$ cat src/rtl/oled_digit_streamer_if.sv
// ---------------------------------------------------------------------------
// oled_digit_streamer_if
//   Bundles the two handshakes of the OLED digit streamer:
//     digit side : digit[3:0], digit_valid  -> streamer, digit_ready <- streamer
//     byte side  : byte_data[7:0], byte_valid, byte_last <- streamer,
//                  byte_ready -> streamer
//   Modports:
//     master : the environment (offers digits, consumes bytes)
//     slave  : the streamer itself
// ---------------------------------------------------------------------------
interface oled_digit_streamer_if;
    logic [3:0] digit;
    logic       digit_valid;
    logic       digit_ready;
    logic [7:0] byte_data;
    logic       byte_valid;
    logic       byte_ready;
    logic       byte_last;

    modport master (
        output digit, digit_valid, byte_ready,
        input  digit_ready, byte_data, byte_valid, byte_last
    );

    modport slave (
        input  digit, digit_valid, byte_ready,
        output digit_ready, byte_data, byte_valid, byte_last
    );
endinterface

$ cat src/rtl/oled_digit_streamer.sv
// ---------------------------------------------------------------------------
// oled_digit_streamer
//   Accepts one digit (0..9) and streams a full 128x32 SSD1306 frame of
//   512 page bytes in horizontal-addressing order. The digit glyph (16x16
//   ROM) is drawn scaled 2x into a 32-column window starting at GLYPH_COL.
//   Byte index i: page = i[8:7], column = i[6:0]; bit 0 is the page's top row.
//
//   Parameters:
//     GLYPH_COL : left column of the glyph window, 0..96
//   Ports:
//     clk   : clock, all state on rising edge
//     reset : synchronous, active-high
//     bus   : oled_digit_streamer_if.slave (digit in, page bytes out)
//   Optional build macro:
//     OLED_STREAM_BORDER_EN : ORs a 1-pixel screen border into every byte
// ---------------------------------------------------------------------------
module oled_digit_streamer #(
    parameter int GLYPH_COL = 0
) (
    input  logic                        clk,
    input  logic                        reset,
    oled_digit_streamer_if.slave        bus
);

    typedef enum logic {
        IDLE   = 1'b0,
        STREAM = 1'b1
    } state_t;

    localparam logic [8:0] LAST_IDX = 9'd511;
    localparam logic [6:0] WIN_LO   = 7'(GLYPH_COL);

    state_t     state_q, state_d;
    logic [8:0] idx_q,   idx_d;
    logic [3:0] digit_q, digit_d;

    logic       digit_ready_o;
    logic       byte_valid_o;
    logic       byte_last_o;
    logic [7:0] byte_data_o;

    // -----------------------------------------------------------------------
    // Glyph ROM. Every digit is built from five horizontal bands so that the
    // table stays readable:
    //   rows 2-3 top bar, rows 4-6 upper sides, rows 7-8 middle,
    //   rows 9-11 lower sides, rows 12-13 bottom bar; rows 0,1,14,15 blank.
    // Bit 15 is the leftmost column. Codes 10..15 yield a blank glyph.
    // -----------------------------------------------------------------------
    function automatic logic [15:0] glyph_row(input logic [3:0] d, input logic [3:0] r);
        logic [15:0] top, up, mid, low, bot;
        logic [15:0] row;
        top = 16'h0000;
        up  = 16'h0000;
        mid = 16'h0000;
        low = 16'h0000;
        bot = 16'h0000;
        case (d)
            4'd0: begin top = 16'h0FF0; up = 16'h0C30; mid = 16'h0C30; low = 16'h0C30; bot = 16'h0FF0; end
            // digit 1 is a plain two-column stroke through rows 2..13
            4'd1: begin top = 16'h0180; up = 16'h0180; mid = 16'h0180; low = 16'h0180; bot = 16'h0180; end
            4'd2: begin top = 16'h0FF0; up = 16'h0030; mid = 16'h0FF0; low = 16'h0C00; bot = 16'h0FF0; end
            4'd3: begin top = 16'h0FF0; up = 16'h0030; mid = 16'h0FF0; low = 16'h0030; bot = 16'h0FF0; end
            4'd4: begin top = 16'h0000; up = 16'h0C30; mid = 16'h0FF0; low = 16'h0030; bot = 16'h0000; end
            4'd5: begin top = 16'h0FF0; up = 16'h0C00; mid = 16'h0FF0; low = 16'h0030; bot = 16'h0FF0; end
            4'd6: begin top = 16'h0FF0; up = 16'h0C00; mid = 16'h0FF0; low = 16'h0C30; bot = 16'h0FF0; end
            4'd7: begin top = 16'h0FF0; up = 16'h0030; mid = 16'h0030; low = 16'h0030; bot = 16'h0000; end
            4'd8: begin top = 16'h0FF0; up = 16'h0C30; mid = 16'h0FF0; low = 16'h0C30; bot = 16'h0FF0; end
            4'd9: begin top = 16'h0FF0; up = 16'h0C30; mid = 16'h0FF0; low = 16'h0030; bot = 16'h0FF0; end
            default: ;
        endcase
        case (r)
            4'd2,  4'd3:         row = top;
            4'd4,  4'd5,  4'd6:  row = up;
            4'd7,  4'd8:         row = mid;
            4'd9,  4'd10, 4'd11: row = low;
            4'd12, 4'd13:        row = bot;
            default:             row = 16'h0000;
        endcase
        return row;
    endfunction

    // -----------------------------------------------------------------------
    // State registers
    // -----------------------------------------------------------------------
    always_ff @(posedge clk) begin
        if (reset) begin
            state_q <= IDLE;
            idx_q   <= 9'd0;
            digit_q <= 4'd0;
        end else begin
            state_q <= state_d;
            idx_q   <= idx_d;
            digit_q <= digit_d;
        end
    end

    // -----------------------------------------------------------------------
    // Next-state and handshake outputs
    // -----------------------------------------------------------------------
    always_comb begin
        state_d       = state_q;
        idx_d         = idx_q;
        digit_d       = digit_q;
        digit_ready_o = 1'b0;
        byte_valid_o  = 1'b0;
        byte_last_o   = 1'b0;
        case (state_q)
            IDLE: begin
                digit_ready_o = 1'b1;
                if (bus.digit_valid) begin
                    digit_d = bus.digit;
                    idx_d   = 9'd0;
                    state_d = STREAM;
                end
            end
            STREAM: begin
                // digit_valid is deliberately not looked at here: the
                // latched digit must stay fixed for the whole frame
                byte_valid_o = 1'b1;
                byte_last_o  = (idx_q == LAST_IDX);
                if (bus.byte_ready) begin
                    if (idx_q == LAST_IDX) begin
                        idx_d   = 9'd0;
                        state_d = IDLE;
                    end else begin
                        idx_d = idx_q + 9'd1;
                    end
                end
            end
            default: state_d = IDLE;
        endcase
    end

    // -----------------------------------------------------------------------
    // Pixel generation. The byte is a pure function of (idx_q, digit_q), so
    // it holds by construction while the consumer stalls.
    // -----------------------------------------------------------------------
    logic [1:0] page;
    logic [6:0] col;
    logic [6:0] col_off;
    logic [3:0] glyph_col;
    logic       in_window;
    logic [7:0] glyph_bits;
    logic [7:0] pixel_byte;

    assign page      = idx_q[8:7];
    assign col       = idx_q[6:0];
    // Left of the window the subtraction wraps to >= 32 (WIN_LO <= 96), and
    // right of it the offset is >= 32 without wrapping (WIN_LO + 31 <= 127),
    // so a single compare bounds both sides.
    assign col_off   = col - WIN_LO;
    assign in_window = (col_off < 7'd32);
    assign glyph_col = col_off[4:1];

    // Byte bits 2gi and 2gi+1 both come from glyph row page*4 + gi (2x vertical)
    generate
        for (genvar gi = 0; gi < 4; gi++) begin : g_row_pair
            logic [15:0] rom_row;
            logic        pix;
            assign rom_row = glyph_row(digit_q, {page, 2'(gi)});
            assign pix     = rom_row[4'd15 - glyph_col];
            assign glyph_bits[2*gi]   = pix;
            assign glyph_bits[2*gi+1] = pix;
        end
    endgenerate

`ifdef OLED_STREAM_BORDER_EN
    logic [7:0] border_bits;
    always_comb begin
        border_bits = 8'h00;
        if (col == 7'd0 || col == 7'd127) begin
            border_bits = 8'hFF;
        end
        if (page == 2'd0) begin
            border_bits = border_bits | 8'h01;
        end
        if (page == 2'd3) begin
            border_bits = border_bits | 8'h80;
        end
    end
    assign pixel_byte = (in_window ? glyph_bits : 8'h00) | border_bits;
`else
    assign pixel_byte = in_window ? glyph_bits : 8'h00;
`endif

    // Outside a frame the data bus is parked at zero
    assign byte_data_o = (state_q == STREAM) ? pixel_byte : 8'h00;

    assign bus.digit_ready = digit_ready_o;
    assign bus.byte_valid  = byte_valid_o;
    assign bus.byte_last   = byte_last_o;
    assign bus.byte_data   = byte_data_o;

endmodule

$ cat src/flat_wrapper.sv
// flat-port wrapper written by rule: the top's interface ports become plain ports
module oled_digit_streamer_flat 
#(
    parameter int GLYPH_COL = 0
)
  (clk, reset, bus_digit, bus_digit_valid, bus_byte_ready, bus_digit_ready, bus_byte_data, bus_byte_valid, bus_byte_last);
  oled_digit_streamer_if bus_i ();
  input  logic clk;
  input  logic reset;
  input wire logic [$bits(bus_i.digit)-1:0] bus_digit;
  input wire logic [$bits(bus_i.digit_valid)-1:0] bus_digit_valid;
  input wire logic [$bits(bus_i.byte_ready)-1:0] bus_byte_ready;
  output wire logic [$bits(bus_i.digit_ready)-1:0] bus_digit_ready;
  output wire logic [$bits(bus_i.byte_data)-1:0] bus_byte_data;
  output wire logic [$bits(bus_i.byte_valid)-1:0] bus_byte_valid;
  output wire logic [$bits(bus_i.byte_last)-1:0] bus_byte_last;
  assign bus_i.digit = bus_digit;
  assign bus_i.digit_valid = bus_digit_valid;
  assign bus_i.byte_ready = bus_byte_ready;
  assign bus_digit_ready = bus_i.digit_ready;
  assign bus_byte_data = bus_i.byte_data;
  assign bus_byte_valid = bus_i.byte_valid;
  assign bus_byte_last = bus_i.byte_last;
  oled_digit_streamer #(.GLYPH_COL(GLYPH_COL)) u_core (.clk(clk), .reset(reset), .bus(bus_i));
endmodule
$ cat config.mk
export PLATFORM = sky130hd
export DESIGN_NAME = oled_digit_streamer_flat
export DESIGN_NICKNAME = d
export VERILOG_FILES = /design/src/rtl/oled_digit_streamer_if.sv /design/src/rtl/oled_digit_streamer.sv /design/src/flat_wrapper.sv
export SDC_FILE = /design/constraint.sdc
export NUM_CORES = 1
export LEC_CHECK = 0
export CAP_MARGIN = 0
export CORE_MARGIN = 3
export CORE_UTILIZATION = 30
export CTS_BUF_LIST = sky130_fd_sc_hd__clkbuf_2 sky130_fd_sc_hd__clkbuf_4 sky130_fd_sc_hd__clkbuf_8
export CTS_CLUSTER_SIZE = 20
export DETAILED_ROUTE_END_ITERATION = 10
export HOLD_SLACK_MARGIN = 0.1
export PLACE_DENSITY = 0.6
export SLEW_MARGIN = 10
export SYNTH_ARGS = -nofsm -noshare
export SYNTH_HDL_FRONTEND = slang
export SYNTH_SLANG_ARGS = --single-unit
$ cat constraint.sdc
create_clock -name clk -period 3.2 [get_ports clk]
set_input_delay 0.48 -clock clk [delete_from_list [all_inputs] [get_ports clk]]
set_output_delay 0.48 -clock clk [all_outputs]
set_load 0.1 [all_outputs]
Figure 1. Layout detail.
Window x 45 to 75, y 5 to 35 um. Cells in grey, sequential cells in the stronger grey; small squares are vias.
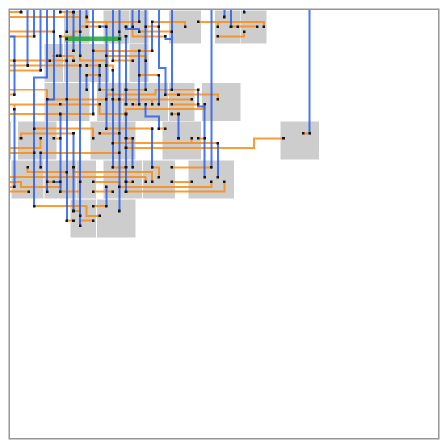
Orange marks metal 1. Green marks metal 3. Blue marks metal 2.
26 logic cells have their middle in the window. Sequential cells in the window: 0. Most frequent: nand2_1 (3), buf_4 (3).

Figure 2. Clock network drawn from the DEF.
Scale bar: 20 um.
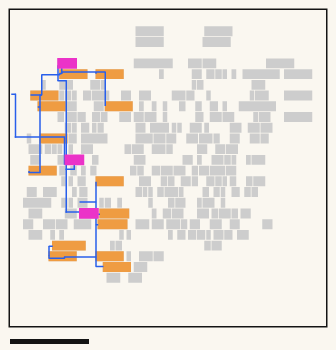
Orange marks flip-flops, count 14. Blue marks clock wires, length 189 um. Magenta marks clock drivers, count 3.
There are 4 routed clock nets.

Figure 3. Sequential cells grouped by signal name.
Scale bar: 20 um.
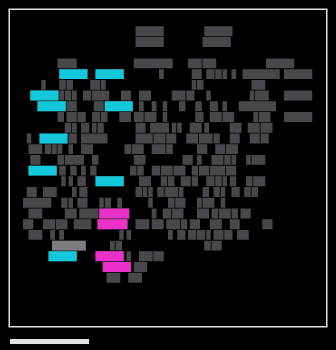
Magenta marks u_core.digit_q, flops 4. Cyan marks u_core.idx_q, flops 9.
Another 1 sequential cells are not coloured.

## flip-flops by register name (all words and copies together), names as in the netlist
| name | count |
|---|---|
| u_core.digit_q | 4 |
| u_core.idx_q | 9 |
| u_core.state_q | 1 |
## repair_timing
item | 4_1_cts | 5_1_grt
resized | 0 | 1
buffers inserted | 0 | 0
endpoints found under the setup margin | 0 | 8
## power groups by stage
stage / Clock, W / Sequential, W / Combinational, W
floorplan: 0 / 0.000193 / 0.000100
global placement: 0 / 0.000202 / 0.000110
detailed placement: 0 / 0.000202 / 0.000109
CTS: 0.000161 / 0.000199 / 0.000110
global route: 0.000169 / 0.000201 / 0.000122
finish: 0.000155 / 0.000199 / 0.000110
==> job_summary.md <==
## PnR job results

| Metric | Value |
|---|---|
| Status | finished clean |
| Logic area | around 0.0012 sq mm |
| RR Endpoint | u_core.idx_q[7]$_SDFFE_PP0P_ |
| # IOs | 19 |
| Hold path start | u_core.state_q$_SDFF_PP0_ |
| Utilization after layout | a little under two fifths |
| Final setup fails | 0 |
| Residual DRC | 0 |
| Cells after synthesis | around 230 |
| Flop area | 287 sq um |
| Worst reg2reg setup slack | roughly 0.85 ns |
| GRT Max-Usage Layer | met2 |
| Simple share | between 30% and 40% |
| Clk Tree Root Cell | clkbuf_8 |
| Reg2Reg Depth | 9 |
| Hold Slack | 0.519 ns |
| Final setup TNS | 0 ns |
| Top class by area | logic gates |
| Worst path required time | 2.72 ns |
| Fin crit period | slightly above 3 ns |
| Ys cells | ~230 |
| Fa+ha+maj area frac | under 10% |
| Synth Register Bits | 14 |
| Clk ins delay skew pair | 0.25 ns |
| Max-area cell share | between 10% and 20% |
| Cells along the critical path | nor2_1 > a32oi_1 > nand4b_1 > a32oi_1 > o221ai_4 > buf_12 |
| Met1 WL | roughly 2 mm |
| Clk pwr share | about a third |
| Repair and plain buffers | 24 |
| Sequential fraction of the synthesis area | between 10% and 20% |
| Setup Skew | 0.000921 ns |
| Antenna violations before repair | 0 |
| # clock sinks | 14 |
| Met2 GRT Util | around 21% |
| Placed cell count | around 300 |
| Main logic family | simple AND/OR/NAND/NOR gates |
| Max_cap viols | 0 |
| Combinational share of power | about a quarter |
| Unrepaired setup endpoints after global routing | no |
| Hold Violations, Final | 0 |
| Critical path endpoint | bus_byte_data[6] |
| Slowest CP cell | dfxtp_1 |
Power figures rest on the tool's default switching activity, not on a simulated workload.
